## src/rtl/mac_l1_delay_comp_pkg.sv

```systemverilog
`default_nettype none
// ============================================================================
//  Module   : mac_l1_delay_comp_pkg
//  Purpose  : Shared widths and FSM encoding for the MAC L1 delay compensator
//  Revision : 1.0  initial release
// ============================================================================
package mac_l1_delay_comp_pkg;

    localparam int c_MAC_L1_WIDTH = 16;
    localparam int c_MAC_L1_DEPTH = 16;

    typedef enum logic [0:0] {
        ST_FILL = 1'b0,
        ST_RUN  = 1'b1
    } state_t;

endpackage
`default_nettype wire

```

## src/rtl/mac_l1_delay_ram.sv

```systemverilog
`default_nettype none
// ============================================================================
//  Module   : mac_l1_delay_ram
//  Purpose  : Circular word store, sync write / async read, resettable valid tags
//  Revision : 1.0  initial release
// ============================================================================
module mac_l1_delay_ram
    import mac_l1_delay_comp_pkg::*;
#(
    parameter int WIDTH     = c_MAC_L1_WIDTH,
    parameter int MAX_DEPTH = c_MAC_L1_DEPTH,
    parameter int DEPTH_W   = 4
) (
    input  logic               clk,
    input  logic               rst,
    input  logic [DEPTH_W-1:0] wr_addr,
    input  logic [WIDTH-1:0]   wr_data,
    input  logic               wr_valid,
    input  logic [DEPTH_W-1:0] rd_addr,
    output logic [WIDTH-1:0]   rd_data,
    output logic               rd_valid
);

    logic [WIDTH-1:0]     r_data [MAX_DEPTH];
    logic [MAX_DEPTH-1:0] r_valid;

    // Only the tag column is cleared; data is always masked by its tag.
    always_ff @(posedge clk) begin
        if (rst) begin
            r_valid <= '0;
        end else begin
            r_valid[wr_addr] <= wr_valid;
        end
    end

    always_ff @(posedge clk) begin
        r_data[wr_addr] <= wr_data;
    end

    assign rd_data  = r_data[rd_addr];
    assign rd_valid = r_valid[rd_addr];

endmodule
`default_nettype wire

```

## src/rtl/mac_l1_delay_comp.sv

```systemverilog
`default_nettype none
// ============================================================================
//  Module   : mac_l1_delay_comp
//  Purpose  : Run-time programmable 1..16 cycle re-timer with lock-qualified output
//  Revision : 1.0  initial release
// ============================================================================
module mac_l1_delay_comp
    import mac_l1_delay_comp_pkg::*;
#(
    parameter int WIDTH         = c_MAC_L1_WIDTH,
    parameter int MAX_DEPTH     = c_MAC_L1_DEPTH,
    parameter int DEPTH_W       = 4,
    parameter int DEFAULT_DELAY = 5
) (
    input  logic               clk,
    input  logic               rst,
    input  logic [WIDTH-1:0]   data_in,
    input  logic               in_valid,
    input  logic [DEPTH_W-1:0] delay_cfg,
    input  logic               cfg_load,
    output logic [WIDTH-1:0]   data_out,
    output logic               out_valid,
    output logic               locked,
    output logic [DEPTH_W-1:0] active_delay
);

    localparam logic [DEPTH_W-1:0] c_DEFAULT = DEPTH_W'(DEFAULT_DELAY);

    state_t             r_state;
    state_t             w_state_nxt;
    state_t             w_eff_state;
    logic [DEPTH_W-1:0] r_wp;
    logic [DEPTH_W-1:0] r_fill_cnt;
    logic [DEPTH_W-1:0] w_fill_nxt;
    logic [DEPTH_W-1:0] r_active_delay;
    logic [DEPTH_W-1:0] w_eff_delay;
    logic [DEPTH_W-1:0] w_eff_cnt;
    logic [DEPTH_W-1:0] w_ra;
    logic [WIDTH-1:0]   w_ram_data;
    logic               w_ram_valid;
    logic [WIDTH-1:0]   w_rd_data;
    logic               w_rd_valid;
    logic               w_qualify;
    logic               w_emit;
    logic [WIDTH-1:0]   r_data_out;
    logic               r_out_valid;

    // The load edge itself is fill step 0 under the new delay, so a D=1
    // load can already present the word sampled on that same edge.
    assign w_eff_delay = cfg_load ? delay_cfg : r_active_delay;
    assign w_eff_cnt   = cfg_load ? '0        : r_fill_cnt;
    assign w_eff_state = cfg_load ? ST_FILL   : r_state;

    assign w_ra = r_wp - w_eff_delay;

    mac_l1_delay_ram #(
        .WIDTH     (WIDTH),
        .MAX_DEPTH (MAX_DEPTH),
        .DEPTH_W   (DEPTH_W)
    ) u_ram (
        .clk      (clk),
        .rst      (rst),
        .wr_addr  (r_wp),
        .wr_data  (data_in),
        .wr_valid (in_valid),
        .rd_addr  (w_ra),
        .rd_data  (w_ram_data),
        .rd_valid (w_ram_valid)
    );

    // Zero delay would read the slot being written this edge.
    assign w_rd_data  = (w_eff_delay == '0) ? data_in  : w_ram_data;
    assign w_rd_valid = (w_eff_delay == '0) ? in_valid : w_ram_valid;

    always_comb begin
        w_state_nxt = w_eff_state;
        w_fill_nxt  = w_eff_cnt;
        w_qualify   = 1'b0;
        case (w_eff_state)
            ST_FILL: begin
                if (w_eff_cnt == w_eff_delay) begin
                    w_state_nxt = ST_RUN;
                    w_qualify   = 1'b1;
                end else begin
                    w_fill_nxt = w_eff_cnt + 1'b1;
                end
            end
            ST_RUN: begin
                w_qualify = 1'b1;
            end
            default: begin
                w_state_nxt = ST_FILL;
                w_fill_nxt  = '0;
            end
        endcase
    end

    assign w_emit = w_qualify & w_rd_valid;

    always_ff @(posedge clk) begin
        if (rst) begin
            r_state        <= ST_FILL;
            r_fill_cnt     <= '0;
            r_wp           <= '0;
            r_active_delay <= c_DEFAULT;
            r_out_valid    <= 1'b0;
            r_data_out     <= '0;
        end else begin
            r_state     <= w_state_nxt;
            r_fill_cnt  <= w_fill_nxt;
            r_wp        <= r_wp + 1'b1;
            r_out_valid <= w_emit;
            r_data_out  <= w_emit ? w_rd_data : '0;
            if (cfg_load) begin
                r_active_delay <= delay_cfg;
            end
        end
    end

    assign data_out     = r_data_out;
    assign out_valid    = r_out_valid;
    assign locked       = (r_state == ST_RUN);
    assign active_delay = r_active_delay;

endmodule
`default_nettype wire

```

## config.mk

```make
export PLATFORM = sky130hd
export DESIGN_NAME = mac_l1_delay_comp
export DESIGN_NICKNAME = d
export VERILOG_FILES = /design/src/rtl/mac_l1_delay_comp_pkg.sv /design/src/rtl/mac_l1_delay_ram.sv /design/src/rtl/mac_l1_delay_comp.sv
export SDC_FILE = /design/constraint.sdc
export NUM_CORES = 1
export LEC_CHECK = 0
export CORE_UTILIZATION = 35
export DETAILED_ROUTE_END_ITERATION = 6
export REMOVE_ABC_BUFFERS = 1
export SYNTH_ARGS = -nofsm -noshare
export SYNTH_HDL_FRONTEND = slang
export SYNTH_SLANG_ARGS = --single-unit
```

## constraint.sdc

```tcl
create_clock -name clk -period 6.75 [get_ports clk]
set_clock_uncertainty 0.05 [all_clocks]
set_input_delay 2.025 -clock clk [delete_from_list [all_inputs] [get_ports clk]]
set_output_delay 2.025 -clock clk [all_outputs]
set_load 0.005 [all_outputs]
```

==> impl_metrics.toml <==
# flow metrics
[status]
run_status = "completed"

[yosys]
postSynthAreaPerCell_um2 = 18.08
synthTopLogicFamily = "multiplexers"
proportion_of_synthesized_chip_area_in_sequential_cells_pct = 70.84
enable_flop_cells = 256
yosys-top-cells-area = "sky130_fd_sc_hd__edfxtp_1 (63%), sky130_fd_sc_hd__mux4_2 (12%), sky130_fd_sc_hd__dfxtp_1 (7.6%), sky130_fd_sc_hd__nand2_1 (2.1%), sky130_fd_sc_hd__a2111oi_4 (2.0%)"
synth_simple_gate_area_share_pct = 5.560
count_of_cell_types_in_the_netlist = 40
ys_dominant_reg_cell = "sky130_fd_sc_hd__edfxtp_1"
yosys.stat.chipArea_um2 = 12150
ys_cells = 672
synthCells = 672

[layout]
design.final.nets = 772
mostFrequentLayoutCells = "sky130_fd_sc_hd__edfxtp_1 (256), sky130_fd_sc_hd__nand2_1 (67), sky130_fd_sc_hd__mux4_2 (65), sky130_fd_sc_hd__nor2_1 (55), sky130_fd_sc_hd__dfxtp_1 (46)"
area.growth.synth_to_final_pct = 18.85
layoutNonFillerInstCount = 1212

[grt]
number_of_global_route_vias_before_repair = 6303
track_usage_pct = 15.09
grt_first_pass_wirelength_um = 39790
grt_antenna_before_repair = 1
grt_start_max_net_pins = 51

[clock_network]
tritoncts_clock_tree = "built"
clkTransAtPathRegs_ns = 0.06

[setup_path]
critPathLaunch = "cfg_load"
cpMaxStageDelayCell = "sky130_fd_sc_hd__fa_4"
path_buffers = 5

[pwr]
leakagePower_nw = 4.665
power.share.combinational_pct = 13.5
seq_cell_power_mw = 2.08
switching_power_mw = 1.097
cell_internal_pwr_mw = 3.601

[drt]
dr.pass1.iters = 4
violation_count_after_the_first_detailed_route_iteration = 459
drt-vias-per-instance = 5.029

[placement]
port-buffer-count = 45

[floorplan]
floorplanUtilization_pct = 35.88

[final_timing]
period_needed_ns = 5.232
maxSlewViolCount = 0

[hold_path]
min_delay_path_depth = 2
## layer usage
layer / GRT usage [%] / wire length, um / vias to the layer above
met5: 0 / 0 / -
li1: - / - / 2754
met1: 20.75 / 11900 / 3172
met4: 3.784 / 571 / 0
met3: 2.719 / 1281 / 37
met2: 24.79 / 12610 / 132
## flip-flops by register name, indices dropped and copies added, names as in the netlist
name	cells
u_ram.r_data	256
data_out	16
u_ram.r_valid	16
active_delay	4
r_fill_cnt	4
r_wp	4
locked	1
out_valid	1
## final cells by class
cell class              count  area share [%]
repair buffers             71           4.557
inverters                   5          0.1299
flip-flops and latches    302           59.60
clock buffers              33           5.562
diodes                      1         0.01733
well taps                 448           3.881
multi-input cells         329           23.50
clock inverters            23           2.746
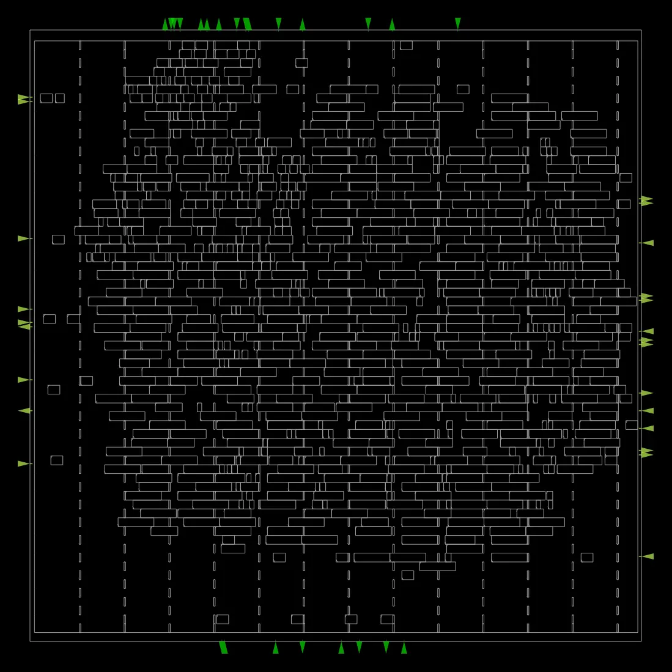
placement.png
Floorplan Core Area: 33870 um2
count of standard-cell rows: 67
fillers: 2981
sequential cell count: 302

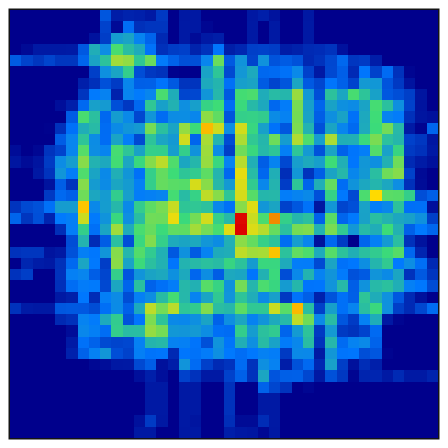
metal_density.png
38 x 38 tiles, from dark blue (low) to red (high), scaled to the fullest tile. Values are wire area over tile area, all layers added.
nearly empty tiles: 27%
mean over tiles: 0.12
emptiest ninth of the die: south-west
fullest tile: 0.54

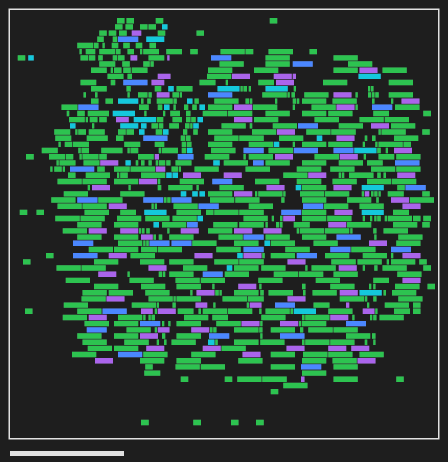
sizes.png
Scale bar: 50 um.
legend:
  green:
    size: _0 and _1 cells
    cells: 590
  purple:
    size: _2 cells
    cells: 85
  blue:
    size: _6 and larger
    cells: 45
  cyan:
    size: _3 and _4 cells
    cells: 43

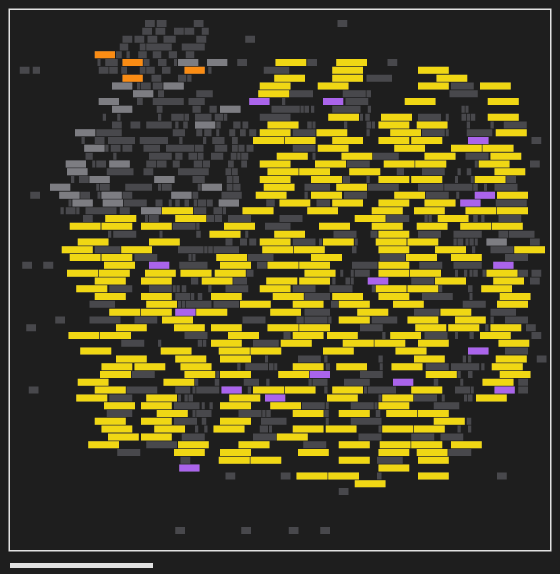
flops_by_reg.png
Scale bar: 50 um.
legend:
  purple:
    name_in_the_netlist: data_out
    sequential_cells: 16
  yellow:
    name_in_the_netlist: u_ram.r_data
    sequential_cells: 256
  orange:
    name_in_the_netlist: r_fill_cnt
    sequential_cells: 4
    where: north-west
not coloured: 26

